## config.mk

```make
export PLATFORM = sky130hd
export DESIGN_NAME = serializer_mlane
export DESIGN_NICKNAME = d
export VERILOG_FILES = /design/src/rtl/serializer_mlane.sv
export SDC_FILE = /design/constraint.sdc
export NUM_CORES = 1
export LEC_CHECK = 0
export ABC_CLOCK_PERIOD_IN_PS = 1600
export CAP_MARGIN = 20
export CORE_MARGIN = 8
export CORE_UTILIZATION = 45
export CTS_BUF_LIST = sky130_fd_sc_hd__clkbuf_4 sky130_fd_sc_hd__clkbuf_8 sky130_fd_sc_hd__clkbuf_16
export CTS_CLUSTER_DIAMETER = 30
export DETAILED_ROUTE_END_ITERATION = 12
export PLACE_DENSITY_LB_ADDON = 0.2
export SLEW_MARGIN = 20
export SYNTH_ARGS = -nofsm -noshare
export SYNTH_HDL_FRONTEND = slang
export SYNTH_SLANG_ARGS = --single-unit
```

## constraint.sdc

```tcl
create_clock -name clk_i -period 1.6 [get_ports clk_i]
set_clock_uncertainty 0.05 [all_clocks]
set_input_delay 0.24 -clock clk_i [delete_from_list [all_inputs] [get_ports clk_i]]
set_output_delay 0.24 -clock clk_i [all_outputs]
set_load 0.01 [all_outputs]
```

## src/rtl/serializer_mlane.sv

```systemverilog
// serializer_mlane
//   Converts parallel words of up to DATA_W bits into a stream of beats of
//   LANES bits each. Each word carries its own length (data_mod_i, where 0
//   means a full DATA_W-bit word). The storage is a shift register for the
//   word currently being transmitted plus a single holding register, so a
//   second word can be queued while the first one is still going out. The
//   queued word follows the previous word's last beat with no idle cycle.
//
// Parameters
//   DATA_W    parallel word width in bits
//   LANES     bits per beat (DATA_W must be a multiple of LANES)
//   MSB_FIRST 1: send data_i[DATA_W-1] first, 0: send data_i[0] first
//   MOD_W     width of the length field
//
// Ports
//   clk_i          in   clock, all state changes on the rising edge
//   arst_i         in   asynchronous active-high reset
//   data_i         in   parallel word to serialize
//   data_mod_i     in   number of valid bits (0 = DATA_W)
//   data_val_i     in   input word valid
//   data_rdy_o     out  a word can be accepted this cycle
//   ser_data_o     out  current beat, lane LANES-1 holds the earliest bit
//   ser_mask_o     out  per-lane valid flags of the current beat
//   ser_data_val_o out  beat valid
//   ser_last_o     out  current beat is the final beat of its word
//   busy_o         out  a beat is being presented or a word is held
module serializer_mlane #(
  parameter int DATA_W    = 16,
  parameter int LANES     = 1,
  parameter int MSB_FIRST = 1,
  parameter int MOD_W     = $clog2(DATA_W)
) (
  input  logic              clk_i,
  input  logic              arst_i,
  input  logic [DATA_W-1:0] data_i,
  input  logic [MOD_W-1:0]  data_mod_i,
  input  logic              data_val_i,
  output logic              data_rdy_o,
  output logic [LANES-1:0]  ser_data_o,
  output logic [LANES-1:0]  ser_mask_o,
  output logic              ser_data_val_o,
  output logic              ser_last_o,
  output logic              busy_o
);

  localparam int BEATS_MAX = DATA_W / LANES;
  localparam int CNT_W     = $clog2(BEATS_MAX) + 1;

  // Word length in bits; 0 (and anything out of range) means a full word,
  // which keeps the beat counter from ever exceeding BEATS_MAX.
  function automatic logic [31:0] len_of(input logic [MOD_W-1:0] m);
    logic [31:0] len;
    len = 32'(m);
    if (len == 32'd0 || len > 32'(DATA_W)) begin
      len = 32'(DATA_W);
    end
    return len;
  endfunction

  // ceil(L / LANES)
  function automatic logic [CNT_W-1:0] beats_of(input logic [MOD_W-1:0] m);
    logic [31:0] len;
    len = len_of(m);
    return CNT_W'((len + 32'(LANES) - 32'd1) / 32'(LANES));
  endfunction

  // Final-beat mask: the top (L mod LANES) lanes, or every lane when the
  // word is a whole number of beats.
  function automatic logic [LANES-1:0] mask_of(input logic [MOD_W-1:0] m);
    logic [31:0] rem;
    rem = len_of(m) % 32'(LANES);
    if (rem == 32'd0) begin
      return {LANES{1'b1}};
    end
    return ~({LANES{1'b1}} >> rem);
  endfunction

  // Words are stored "earliest bit at the MSB" regardless of MSB_FIRST, so
  // the shifter always emits its top LANES bits and shifts left. For LSB
  // first transmission the word is bit-reversed on the way in.
  logic [DATA_W-1:0] data_norm;

  generate
    if (MSB_FIRST != 0) begin : g_msb_first
      assign data_norm = data_i;
    end else begin : g_lsb_first
      for (genvar gi = 0; gi < DATA_W; gi++) begin : g_rev
        assign data_norm[gi] = data_i[DATA_W-1-gi];
      end
    end
  endgenerate

  // Shifter: word in flight, beats still to present (0 = idle), and the
  // lane mask to apply on its final beat.
  logic [DATA_W-1:0] shift_reg, shift_next;
  logic [CNT_W-1:0]  beats_reg, beats_next;
  logic [LANES-1:0]  last_mask_reg, last_mask_next;

  // Holding register: one queued word with its precomputed beat count/mask.
  logic [DATA_W-1:0] hold_data_reg, hold_data_next;
  logic [CNT_W-1:0]  hold_beats_reg, hold_beats_next;
  logic [LANES-1:0]  hold_mask_reg, hold_mask_next;
  logic              hold_full_reg, hold_full_next;

  logic              accept;
  logic              active;
  logic              final_beat;
  logic [CNT_W-1:0]  in_beats;
  logic [LANES-1:0]  in_mask;
  logic [LANES-1:0]  beat_bits;

  assign in_beats   = beats_of(data_mod_i);
  assign in_mask    = mask_of(data_mod_i);
  assign accept     = data_val_i && !hold_full_reg;
  assign active     = (beats_reg != '0);
  assign final_beat = (beats_reg == CNT_W'(1));

  always_comb begin
    shift_next      = shift_reg;
    beats_next      = beats_reg;
    last_mask_next  = last_mask_reg;
    hold_data_next  = hold_data_reg;
    hold_beats_next = hold_beats_reg;
    hold_mask_next  = hold_mask_reg;
    hold_full_next  = hold_full_reg;

    if (!active || final_beat) begin
      // Shifter is free after this edge: refill it so the next word's first
      // beat directly follows the current last beat.
      if (hold_full_reg) begin
        shift_next     = hold_data_reg;
        beats_next     = hold_beats_reg;
        last_mask_next = hold_mask_reg;
        hold_full_next = 1'b0;
      end else if (accept) begin
        shift_next     = data_norm;
        beats_next     = in_beats;
        last_mask_next = in_mask;
      end else begin
        shift_next     = '0;
        beats_next     = '0;
        last_mask_next = '0;
      end
    end else begin
      shift_next = shift_reg << LANES;
      beats_next = beats_reg - CNT_W'(1);
      if (accept) begin
        hold_data_next  = data_norm;
        hold_beats_next = in_beats;
        hold_mask_next  = in_mask;
        hold_full_next  = 1'b1;
      end
    end
  end

  always_ff @(posedge clk_i or posedge arst_i) begin
    if (arst_i) begin
      shift_reg      <= '0;
      beats_reg      <= '0;
      last_mask_reg  <= '0;
      hold_data_reg  <= '0;
      hold_beats_reg <= '0;
      hold_mask_reg  <= '0;
      hold_full_reg  <= 1'b0;
    end else begin
      shift_reg      <= shift_next;
      beats_reg      <= beats_next;
      last_mask_reg  <= last_mask_next;
      hold_data_reg  <= hold_data_next;
      hold_beats_reg <= hold_beats_next;
      hold_mask_reg  <= hold_mask_next;
      hold_full_reg  <= hold_full_next;
    end
  end

  // Outputs are decoded straight from the registers, so an asynchronous
  // reset forces them to their idle values immediately.
  assign beat_bits      = shift_reg[DATA_W-1 -: LANES];
  assign ser_data_val_o = active;
  assign ser_last_o     = final_beat;
  assign ser_mask_o     = !active    ? '0 :
                          final_beat ? last_mask_reg : {LANES{1'b1}};
  // Masked lanes are forced to 0 so bits beyond the word length never leak.
  assign ser_data_o     = beat_bits & ser_mask_o;
  assign data_rdy_o     = !hold_full_reg;
  assign busy_o         = active || hold_full_reg;

endmodule

```

Fig. 1: run 1, track usage over the die
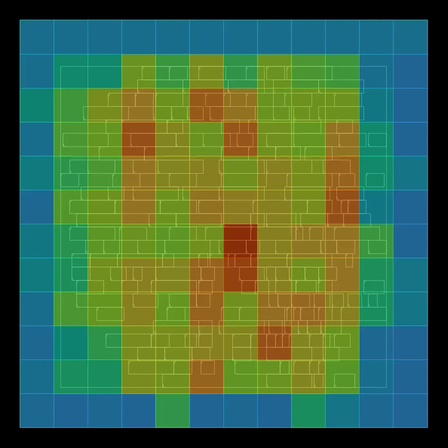
GR Util All Layers: 0.127
grt peak-use layer: met2
Finished Core Util: 0.647

Fig. 2: run 1, M1 wires
Scale bar: 20 µm.
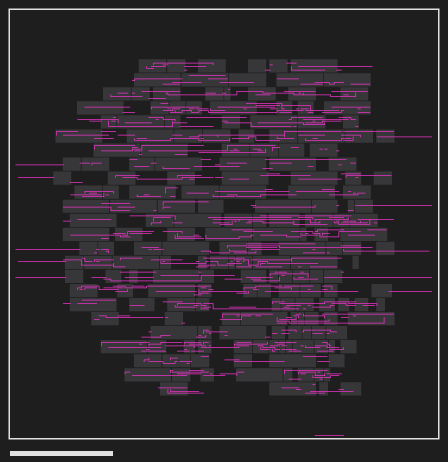
- wire length on this layer: 2110 µm
- longest straight run: 20.7 µm
- share of all routed wire: 48%
WL final: 4400 µm
via count: 1329
met1 Resource Use GR: 0.158

Fig. 3: run 1, wire density map
The die is cut into 17 by 17 equal tiles; white is low, dark blue is high, scaled to the fullest tile. Values are wire area over tile area, all layers added.
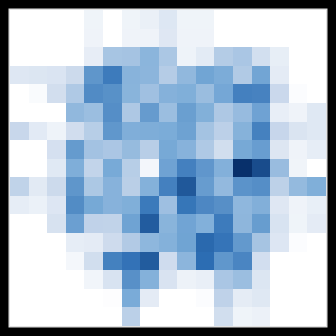
- emptiest ninth of the die: lower left
- mean over tiles: 0.098
- densest ninth of the die: centre
- fullest tile: 0.39
- nearly empty tiles: 30%
- tiles over half the peak: 19%
Routed wire per std cell: 17.7 µm

==> Slide: Implementation Results, run 1 <==
Physical Implementation Snapshot

Run status
  – Status: finished with violations
  – Failing checks: setup timing

Timing
  – Hold slack: around 0.25 ns
  – Fin. max-slew vios: 0
  – FMAX: around 0.58 GHz
  – Worst slew margin: 0.765
  – Worst-Margin Slew: approximately 0.35 ns
  – Setup ws final: -0.133 ns
  – Period minus WS final: around 1.7 ns
  – Final Hold Fails: 0
  – Final period util: 1.08
  – RSZ-0062 raised after global routing: yes
  – Setup violations, final: ~40
  – TNS Setup: -3.84 ns

Route
  – DRC: 0
  – Total iterations of the first detailed-routing run: 4
  – DR iter-0 viols: ~78
  – Routed Antenna Nets: 0
  – Via density: 5.36

Global routing
  – Global-route wire length before repair: roughly 7200 µm
  – Grt total ovfl: 0
  – Global Route met2 Usage: 0.203
  – Largest net degree at the start of global routing: 46
  – Vias in the first global route: 1472
  – Initial antenna violation count: 0
  – M3 GR Usage: 0.0410

Logic synthesis
  – Sequential area share after synthesis: 0.559
  – Yosys Chip Area: ~2000 µm²
  – Yosys cell count: approximately 150
  – Mapped Area: 2010 µm²
  – Yosys warns: 0
  – Synthesized registers: around 45
  – Net Count, Synth: 174
  – Cell variety after synth: 28
  – Synthesized instance count: 149
  – Post-synthesis area per instance: about 14 µm²

Die
  – Die ar.: a little under 7000 µm²
  – Cell Rows: 24
  – Die width: 82.9 µm
  – Die y size: around 83 µm
  – CORE AREA: 4320 µm²
  – Pre-Place Util: 0.466
  – IO Count: 29

Setup path
  – WP buf/inv: 1
  – FF-to-FF End: hold_data_reg[12]
  – Critical R2R Launch: beats_reg[4]
  – WP data arrival: 1.86 ns
  – Reg2Reg Setup Slack: -0.13 ns
  – Crit Path Max Fanout: 11
  – CP Capture Type: register
  – CP cell instances: or3_4 -> o21ai_4 -> buf_12 -> mux2_4
  – Max stage delay on crit path: about 0.43 ns
  – Max stage delay cell, worst path: or3_4
  – Nature of the critical path startpoint: register
  – Delay-heaviest family, CP: simple AND/OR/NAND/NOR gates
  – WS Path Type: reg2reg
  – FF-to-FF path depth: 4
  – Worst Path Required: 1.72 ns

Finish
  – Post-route cell area: approximately 2800 µm²
  – Ratio of cells with drive above 1 in the final layout: 0.418
  – # diodes: 0
  – Layout area overhead: 38.9%
  – Fill cells: 325
  – Area of the multi-input gates: ~1000 µm²
  – Sequential cell area: approximately 1100 µm²
  – Final Non-Filler Cells: 248
  – Fin nets: 221

CTS
  – CTS tree: yes
  – Clock Sinks: between 40 and 50
  – Clk root buf: clkbuf_8
  – Clk slew on worst S/H paths: approximately 0.080 ns
  – Num CTS Buffers: 5
  – H-tree levels: 2
  – CTS Buffer Depth: 2
  – Clk latency late pin: approximately 0.29 ns

Job
  – Tool warnings: 30
  – Max-capacitance violation count: 0

Place
  – GP Congestion: approximately 0.76
  – Placed Area: ~2500 µm²
  – Buffers on Ports: 28
  – Placed cell count: 236
  – Post-DP HPWL: between 2000 and 3000 µm
  – Worst setup slack after placement: -0.322 ns

Power and ir drop
  – Max VDD drop: ~910 µV
  – Pwr/cell area: approximately 2000 nW/µm²
  – Pwr Total: roughly 5500 µW
  – Leakage: around 0.0013 µW

Hold path
  – Min-Delay Path Class: in2async
-- run 1: cell usage in the layout (no fill, tap or decap), drive strengths merged, types with 4 or more instances in the layout --
master | netlist | final
a22oi | 6 | 6
inv | 5 | 5
clkbuf | 4 | 5
mux2 | 36 | 36
o21ai | 5 | 5
nor2 | 6 | 6
a22o | 15 | 15
mux2i | 4 | 4
clkdlybuf4s50 | 0 | 22
dfrtp | 45 | 45
buf | 5 | 26
-- run 1: cell usage after synthesis --
cell type	n	share of area
nand3_1	1	0.0025
xnor2_1	1	0.0044
buf_2	1	0.0025
buf_4	2	0.0075
o21ai_0	4	0.0099
inv_1	5	0.0093
and2_1	2	0.0062
dfrtp_1	45	0.56
mux2_1	1	0.0056
nor3_1	2	0.0050
o21ai_4	1	0.0081
nor4_1	1	0.0031
nor2b_1	1	0.0031
nand2_1	2	0.0037
a22oi_1	6	0.022
or3_4	1	0.0056
mux2i_1	4	0.020
o2bb2ai_1	1	0.0044
xor2_1	1	0.0044
a22o_1	15	0.065
a21oi_1	1	0.0025
ha_1	2	0.012
clkbuf_1	4	0.0075
nand2b_1	1	0.0031
mux2_2	35	0.20
buf_6	2	0.011
nor2b_2	1	0.0044
nor2_1	6	0.011
-- run 1: worst max path at each step --
stage / from / endpoint / slack (ns) / cells past startpoint
final: beats_reg[4] / hold_data_reg[12] / -0.13 / 4
after global placement: beats_reg[0] / ser_data_o / -0.30 / 5
after global routing: beats_reg[4] / hold_data_reg[2] / -0.16 / 4
after floorplan: beats_reg[2] / hold_data_reg[10] / -0.02 / 4
after CTS: beats_reg[1] / ser_data_o / -0.15 / 6
after detailed placement: beats_reg[0] / ser_data_o / -0.32 / 5
-- run 1: final cells by class --
class / instances / share of cell area
Sequential cell: 45 / 0.403
Multi-Input combinational cell: 90 / 0.359
Timing Repair Buffer: 49 / 0.171
Clock buffer: 5 / 0.0246
Tap cell: 52 / 0.0233
Clock inverter: 2 / 0.0125
Inverter: 5 / 0.00671
-- run 1: worst reg2reg max path, delay by kind of cell, from the launching register on --
| kind | cells | cell delay, ns |
|---|---|---|
| flops | 1 | 0.41 |
| mux | 1 | 0.31 |
| compound gates | 1 | 0.23 |
| simple gates | 1 | 0.43 |
| buf+inv | 1 | 0.19 |
-- run 1: metal layers --
metal / vias to the layer above / share of wire
li1: 630 / -
met1: 664 / 0.48
met2: 30 / 0.47
met3: 5 / 0.040
met4: 0 / 0.0057
met5: - / 0
-- run 1: power breakdown --
part,switching [µW],internal [µW],leakage [µW],total (µW)
clock,361,454,0.0000540,815
sequential,289,1660,0.000548,1950
combinational,1030,1710,0.000709,2740
total,1680,3830,0.00131,5510
-- run 1: logic make-up (layout without fill, tap and decap cells) --
logic type,count (synthesis),in the layout,share of synthesized area
AND-OR/OR-AND,28,28,0.112
multiplexers,40,40,0.221
flip-flops,45,45,0.559
adder cells (fa/ha/maj),2,2,0.0124
buffers and inverters,14,61,0.0379
AND/OR/NAND/NOR,18,18,0.0479
XOR/XNOR,2,2,0.00870
-- run 1: what timing repair did --
action | in CTS | in global routing
hold buffers | 0 | 0
gates resized | 47 | 27
pin swaps | 3 | 4
setup endpoints to repair | 42 | 40
buffers inserted | 1 | 4
cloned | 0 | 0
==> run 1 -> run 2 <==
- SKIP_CTS_REPAIR_TIMING: default -> 1
Fig. 4: run 2, M1 wires
Scale bar: 20 µm.
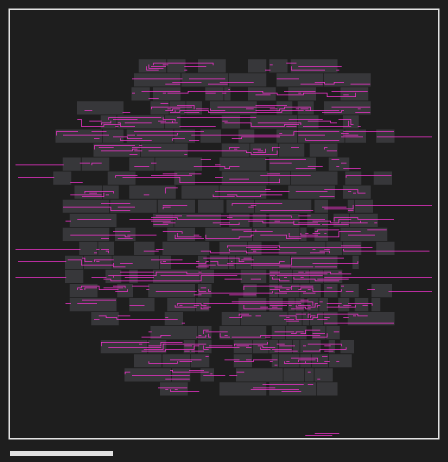
- longest straight run: 28.5 µm
- nets with wire on the layer: 207

Fig. 5: run 2, wire density map
The die is cut into 17 by 17 equal tiles; white is low, dark blue is high, scaled to the fullest tile. Values are wire area over tile area, all layers added.
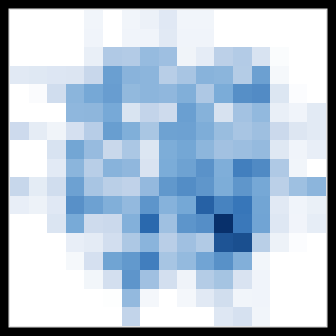
- emptiest ninth of the die: lower left
- fullest tile: 0.42
- densest ninth of the die: centre
- nearly empty tiles: 29%
- tiles over half the peak: 16%
GR Util All Layers: 0.119
WL final: 4450 µm
via count: 1337

==> run 2 against run 1 <==
  * The flow still finishes with violations (setup timing)
  * Sequential power hardly changed
  * Worst setup slack better by 0.012 ns
  * First-iteration DRC count down 14%
  * Power down 0.55%
  * Cell count increased by 2.0%
  * Largest power group unchanged
  * Critical path type unchanged
  * Combinational power hardly changed
  * Via count up 0.60%
==> Slide: Implementation Results, run 2 <==
Physical Implementation Snapshot

Run status
  – Status: finished with violations
  – Failing checks: setup timing

Logic synthesis
  – Yosys Chip Area: 2010 µm² (unchanged)
  – Synthesized instance count: 149 (unchanged)
  – Most common reg cell: dfrtp_1
  – Largest cells by area: dfrtp_1 (56%), mux2_2 (20%), a22o_1 (6.5%)
  – Post-synthesis async set-or-reset flop share: 1.00 (unchanged)
  – Net Count, Synth: 174 (unchanged)
  – Number of enable flip-flop cells: 0 (unchanged)
  – Post-synthesis area per instance: 13.5 µm² (unchanged)
  – Yosys cell count: 149 (unchanged)
  – Synthesized registers: 45 (unchanged)
  – Sequential area share after synthesis: 0.559 (unchanged)
  – Synth top cells by count: dfrtp_1 (45), mux2_2 (35), a22o_1 (15)
  – Mapped Area: 2010 µm² (unchanged)

Power and ir drop
  – Clock share of power: 0.149 (about the same)
  – Leakage: 0.00133 µW (+1.7%)
  – Sw frac: 0.307 (+0.00212)
  – Max VDD drop: 914 µV (+0.82%)
  – Pwr Total: 5480 µW (-0.55%)
  – Psw: 1680 µW (+0.14%)

Setup path
  – WS Path Type: reg2reg
  – Crit Path Max Fanout: 11 (unchanged)
  – Nature of the critical path startpoint: register
  – Worst Path Required: 1.73 ns (about the same)

Route
  – Met1 wire length: 2130 µm (+1.3%)
  – Routed wire per std cell: 17.6 µm (-0.86%)
  – Total iterations of the first detailed-routing run: 4 (unchanged)
  – DR iter-0 viols: 67 (-14%)
  – Via density: 5.28 (-1.4%)
  – Met3 WL: 143 µm (-19%)
  – Highest metal used: met4
  – Routed wl met2: 2140 µm (+2.7%)
  – DRC: 0 (unchanged)
  – Routed Antenna Nets: 0 (unchanged)

Die
  – CORE AREA: 4320 µm² (unchanged)
  – Cell Rows: 24 (unchanged)
  – Die ar.: 6870 µm² (unchanged)
  – Die y size: 82.9 µm (unchanged)
  – Pre-Place Util: 0.466 (unchanged)

Finish
  – Final Non-Filler Cells: 253 (+2.0%)
  – # diodes: 0 (unchanged)
  – Commonest Layout Cell: dfrtp_1
  – Layout area overhead: 39.7%
  – Top cells excl fill/tap: dfrtp_1 (45), mux2_4 (23), clkdlybuf4s50_1 (22), buf_4 (18), a22o_1 (15)
  – Ratio of cells with drive above 1 in the final layout: 0.423 (+0.00452)
  – Post-route cell area: 2810 µm² (+0.58%)

Global routing
  – Vias in the first global route: 1418 (-3.7%)
  – Grt total ovfl: 0 (unchanged)
  – Global-route wire length before repair: 6750 µm (-6.1%)
  – Largest net degree at the start of global routing: 46 (unchanged)

Job
  – Max-capacitance violation count: 0 (unchanged)

CTS
  – CTS Buffer Depth: 2 (unchanged)
  – Num CTS Buffers: 5 (unchanged)
  – Clk root buf: clkbuf_8

Place
  – Placed cell count: 236 (unchanged)
  – Post-DP HPWL: 2880 µm (unchanged)
  – Buffers on Ports: 28 (unchanged)

Timing
  – RSZ-0062 raised after global routing: yes
  – Setup ws final: -0.121 ns (+0.0116 ns)
  – Worst-Margin Slew: 0.343 ns (-0.00599 ns)
  – Worst slew margin: 0.769 (+0.00404)
  – Final Hold Fails: 0 (unchanged)
  – FMAX: 0.581 GHz (+0.68%)
  – Setup violations, final: 42 (+5.0%)
  – Final period util: 1.08 (-0.00728)
  – Period minus WS final: 1.72 ns (-0.0116 ns)
run 2: worst paths after layout:
kind,startpoint,end,slack (ns),cells past startpoint
worst max-delay path,beats_reg[4],hold_data_reg[15],-0.12,4
worst min-delay path,arst_i,hold_data_reg[7],0.25,3
worst max register to register,beats_reg[4],hold_data_reg[15],-0.12,4
worst min register to register,hold_mask_reg,hold_mask_reg,0.42,1
max in group asynchronous,arst_i,hold_beats_reg[0],1.04,3
min in group clk_i,hold_mask_reg,hold_mask_reg,0.42,1
run 2: layer usage:
| metal | vias up | track usage |
|---|---|---|
| li1 | 638 | - |
| met1 | 671 | 0.145 |
| met2 | 23 | 0.191 |
| met3 | 5 | 0.0410 |
| met4 | 0 | 0.0383 |
| met5 | - | 0 |
run 2: power groups by stage:
stage | Sequential (µW) | Clock (µW) | Combinational, µW
after CTS | 1900 | 842 | 2140
final | 1930 | 816 | 2730
after floorplan | 1840 | 0 | 1470
after global routing | 1990 | 895 | 2940
after detailed placement | 1920 | 0 | 2130
after global placement | 1890 | 0 | 2060
run 2: stage by stage:
stage	hold WS, ns	setup TNS (ns)
after floorplan	0.315	-0.632
after global placement	0.400	-4.84
after detailed placement	0.407	-5.25
after CTS	0.255	-7.63
after global routing	0.286	-5.91
final	0.249	-4.41
run 2: logic make-up after synthesis:
kind of cell,after synthesis,synth area share
AND/OR/NAND/NOR,18,0.0479
adder cells (fa/ha/maj),2,0.0124
XOR/XNOR,2,0.00870
buffers and inverters,14,0.0379
multiplexers,40,0.221
flip-flops,45,0.559
AND-OR/OR-AND,28,0.112
run 2: final cells by class:
| type | instances | area, µm² |
|---|---|---|
| Clock buffer | 5 | 68.8 |
| Clock inverter | 2 | 35.0 |
| Fill cell | 329 | 1510 |
| Inverter | 5 | 18.8 |
| Multi-Input combinational cell | 90 | 955 |
| Sequential cell | 45 | 1130 |
| Tap cell | 52 | 65.1 |
| Timing Repair Buffer | 54 | 544 |
run 2: critical path, cell delays in order, from the launching register on:
cell	delay (ns)
dfrtp_1	0.42
or3_4	0.42
o21ai_4	0.22
buf_12	0.19
mux2_4	0.31
==> run 2 -> run 3 <==
- CAP_MARGIN: 20 -> 10
Fig. 6: run 3, zoomed window
Scale bar: 5 µm. Window x 52 to 72, y 52 to 72 µm. Cells in grey, sequential cells in the stronger grey; small squares are vias.
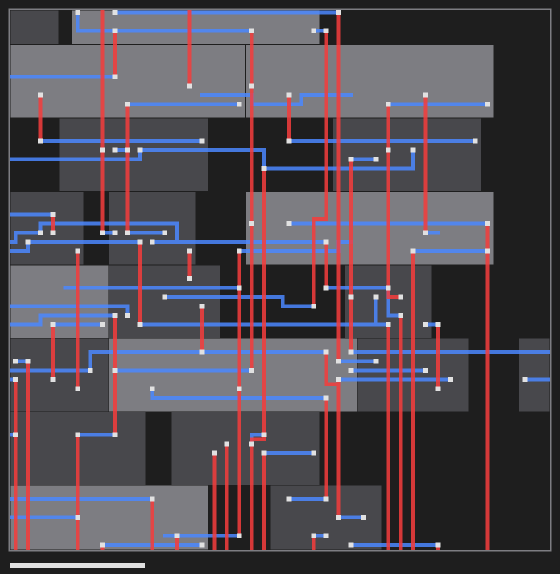
- red: met2
- blue: met1
- sequential cells in the window: 5
- cells with their middle in the window: 16
- netlist names of flops here include: `hold_data_reg` (4), `shift_reg` (1)
- most frequent: dfrtp_1 (5), mux2_2 (4)

Fig. 7: run 3, wire density map
The die is cut into 17 by 17 equal tiles; white is low, dark blue is high, scaled to the fullest tile. Values are wire area over tile area, all layers added.
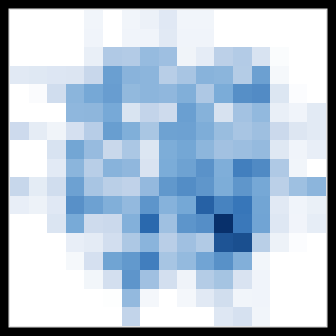
- tiles over half the peak: 16%
- emptiest ninth of the die: lower left
- fullest tile: 0.42

==> run 3 against run 2 <==
  * The flow still finishes with violations (setup timing)
  * Via count is the same
  * Design area is the same
  * Clock power is essentially flat
  * Sequential share of layout area is the same
  * First-iteration DRC count is the same
  * Count of clock-buffer cells in the layout is the same
  * Area after synthesis is the same
  * Register-to-register slack is essentially flat
  * Synthesized cell count is the same
  * Sequential power is essentially flat
  * Non-clock buffer count is the same
  * Die size is the same
  * Critical endpoint unchanged
  * Highest routed layer unchanged
==> Slide: Implementation Results, run 3 <==
Physical Implementation Snapshot

Finish
  – # diodes: 0 (unchanged)
  – Layout area overhead: 39.7% (unchanged)
  – Fin nets: roughly 230
  – Final Non-Filler Cells: 253 (unchanged)
  – Ratio of cells with drive above 1 in the final layout: 0.423 (unchanged)
  – Area of the multi-input gates: 955 µm² (unchanged)
  – Sequential cell area: 1130 µm² (unchanged)
  – Post-route cell area: 2810 µm² (unchanged)
  – Commonest Layout Cell: dfrtp_1
  – Fill cells: 329 (unchanged)
  – Top cells excl fill/tap: dfrtp_1 (45), mux2_4 (23), clkdlybuf4s50_1 (22), buf_4 (18), a22o_1 (15)

Place
  – Buffers on Ports: 28 (unchanged)
  – Post-DP HPWL: 2880 µm (unchanged)
  – Placed cell count: 236 (unchanged)

Route
  – Via count: 1337 (unchanged)
  – Total iterations of the first detailed-routing run: 4 (unchanged)
  – Routed Antenna Nets: 0 (unchanged)
  – Routed wire per std cell: 17.6 µm (unchanged)
  – Via density: 5.28 (unchanged)
  – DRC: 0 (unchanged)
  – DR iter-0 viols: 67 (unchanged)
  – WL final: 4450 µm (unchanged)

Die
  – Pre-Place Util: 0.466 (unchanged)
  – Die y size: 82.9 µm (unchanged)
  – Cell Rows: 24 (unchanged)
  – CORE AREA: 4320 µm² (unchanged)
  – Die ar.: 6870 µm² (unchanged)

Power and ir drop
  – Sequential Power Share: 0.352
  – Leakage: 0.00133 µW (unchanged)
  – Max VDD drop: 914 µV (unchanged)
  – Clock share of power: 0.149 (about the same)
  – Psw: 1680 µW (unchanged)
  – Sw frac: 0.307 (unchanged)

Run status
  – Status: finished with violations
  – Failing checks: setup timing

CTS
  – Clk root buf: clkbuf_8
  – CTS Buffer Depth: 2 (unchanged)
  – Num CTS Buffers: 5 (unchanged)
  – Clk slew on worst S/H paths: about 0.080 ns

Timing
  – Final period util: 1.08 (unchanged)
  – Period minus WS final: 1.72 ns (unchanged)
  – Hold slack: 0.249 ns (unchanged)
  – Final Hold Fails: 0 (unchanged)
  – RSZ-0062 raised after global routing: yes
  – Worst slew margin: 0.769 (unchanged)
  – FMAX: 0.581 GHz (unchanged)
  – Setup violations, final: 42 (unchanged)
  – Worst-Margin Slew: 0.343 ns (unchanged)
  – Setup ws final: -0.121 ns (unchanged)

Job
  – Max-capacitance violation count: 0 (unchanged)

Logic synthesis
  – Sequential area share after synthesis: 0.559 (unchanged)
  – Synthesized instance count: 149 (unchanged)
  – Most common reg cell: dfrtp_1
  – Number of enable flip-flop cells: 0 (unchanged)
  – Net Count, Synth: 174 (unchanged)
  – Mapped Area: 2010 µm² (unchanged)
  – Yosys Chip Area: 2010 µm² (unchanged)
  – Post-synthesis async set-or-reset flop share: 1.00 (unchanged)
  – Synthesized registers: 45 (unchanged)
  – Synth top cells by count: dfrtp_1 (45), mux2_2 (35), a22o_1 (15)
  – Yosys cell count: 149 (unchanged)
  – Post-synthesis area per instance: 13.5 µm² (unchanged)
  – Largest cells by area: dfrtp_1 (56%), mux2_2 (20%), a22o_1 (6.5%)

Setup path
  – Nature of the critical path startpoint: register
  – WS Path Type: reg2reg
  – Crit Path Max Fanout: 11 (unchanged)
  – Worst Path Required: 1.73 ns (about the same)
  – Reg2Reg Setup Slack: -0.12 ns (about the same)

Global routing
  – Vias in the first global route: 1418 (unchanged)
  – Initial antenna violation count: 0
  – Largest net degree at the start of global routing: 46 (unchanged)
  – Grt total ovfl: 0 (unchanged)
  – Global-route wire length before repair: 6750 µm (unchanged)
  – GR Util All Layers: 0.119 (unchanged)
## run 3: cell counts in the layout (fill, tap and decap cells not counted)
No cell type changed its count.
## run 3: cell families (layout without fill, tap and decap cells)
family                     count (synthesis)  after routing  synth area share
AOI/OAI and AO/OA                         28             28             0.112
DFF                                       45             45             0.559
xor gates and xnor gates                   2              2           0.00870
buffers and inverters                     14             66            0.0379
and+or+nand+nor                           18             18            0.0479
adders and majority gates                  2              2            0.0124
muxes                                     40             40             0.221
## run 3: path summary, 6_finish.rpt
kind	startpoint	endpoint	cells after the start
max	beats_reg[4]	hold_data_reg[15]	4
min	arst_i	hold_data_reg[7]	3
max reg2reg	beats_reg[4]	hold_data_reg[15]	4
min reg2reg	hold_mask_reg	hold_mask_reg	1
max in group asynchronous	arst_i	hold_beats_reg[0]	3
min in group clk_i	hold_mask_reg	hold_mask_reg	1
## run 3: power by group through the flow
| stage | Combinational (µW) | Clock (µW) | Sequential (µW) |
|---|---|---|---|
| 2_1_floorplan | 1470 | 0 | 1840 |
| 3_3_place_gp | 2060 | 0 | 1890 |
| 3_5_place_dp | 2130 | 0 | 1920 |
| 4_1_cts | 2140 | 842 | 1900 |
| 5_1_grt | 2940 | 895 | 1990 |
| 6_report | 2730 | 816 | 1930 |
## run 3: final cells by class
type | count | share of cell area
clock buffer | 5 | 0.0245
clock inverter | 2 | 0.0125
inverter | 5 | 0.00667
multi-input combinational | 90 | 0.339
sequential | 45 | 0.400
tap | 52 | 0.0231
timing repair buffer | 54 | 0.194
## run 3: critical path, stage by stage, from the launching register on
cell and delay [ns]:
dfrtp_1 0.42, or3_4 0.42, o21ai_4 0.22, buf_12 0.19, mux2_4 0.31
## run 3: layer usage
| metal | share of wire | vias to the layer above | global-route usage |
|---|---|---|---|
| li1 | - | 638 | - |
| met1 | 0.48 | 671 | 0.145 |
| met2 | 0.48 | 23 | 0.191 |
| met3 | 0.032 | 5 | 0.0410 |
| met4 | 0.0056 | 0 | 0.0383 |
| met5 | 0 | - | 0 |
## run 3: stage by stage
step / utilization / setup WS (ns) / TNS [ns] / power (µW)
global route: 0.650 / -0.203 / -5.91 / 5820
floorplan: - / -0.0243 / -0.632 / 3320
CTS: 0.596 / -0.651 / -7.63 / 4890
global placement: 0.572 / -0.297 / -4.84 / 3950
detailed placement: 0.572 / -0.322 / -5.25 / 4050
finish: 0.650 / -0.121 / -4.41 / 5480
Power and IR drop assume default switching activity.
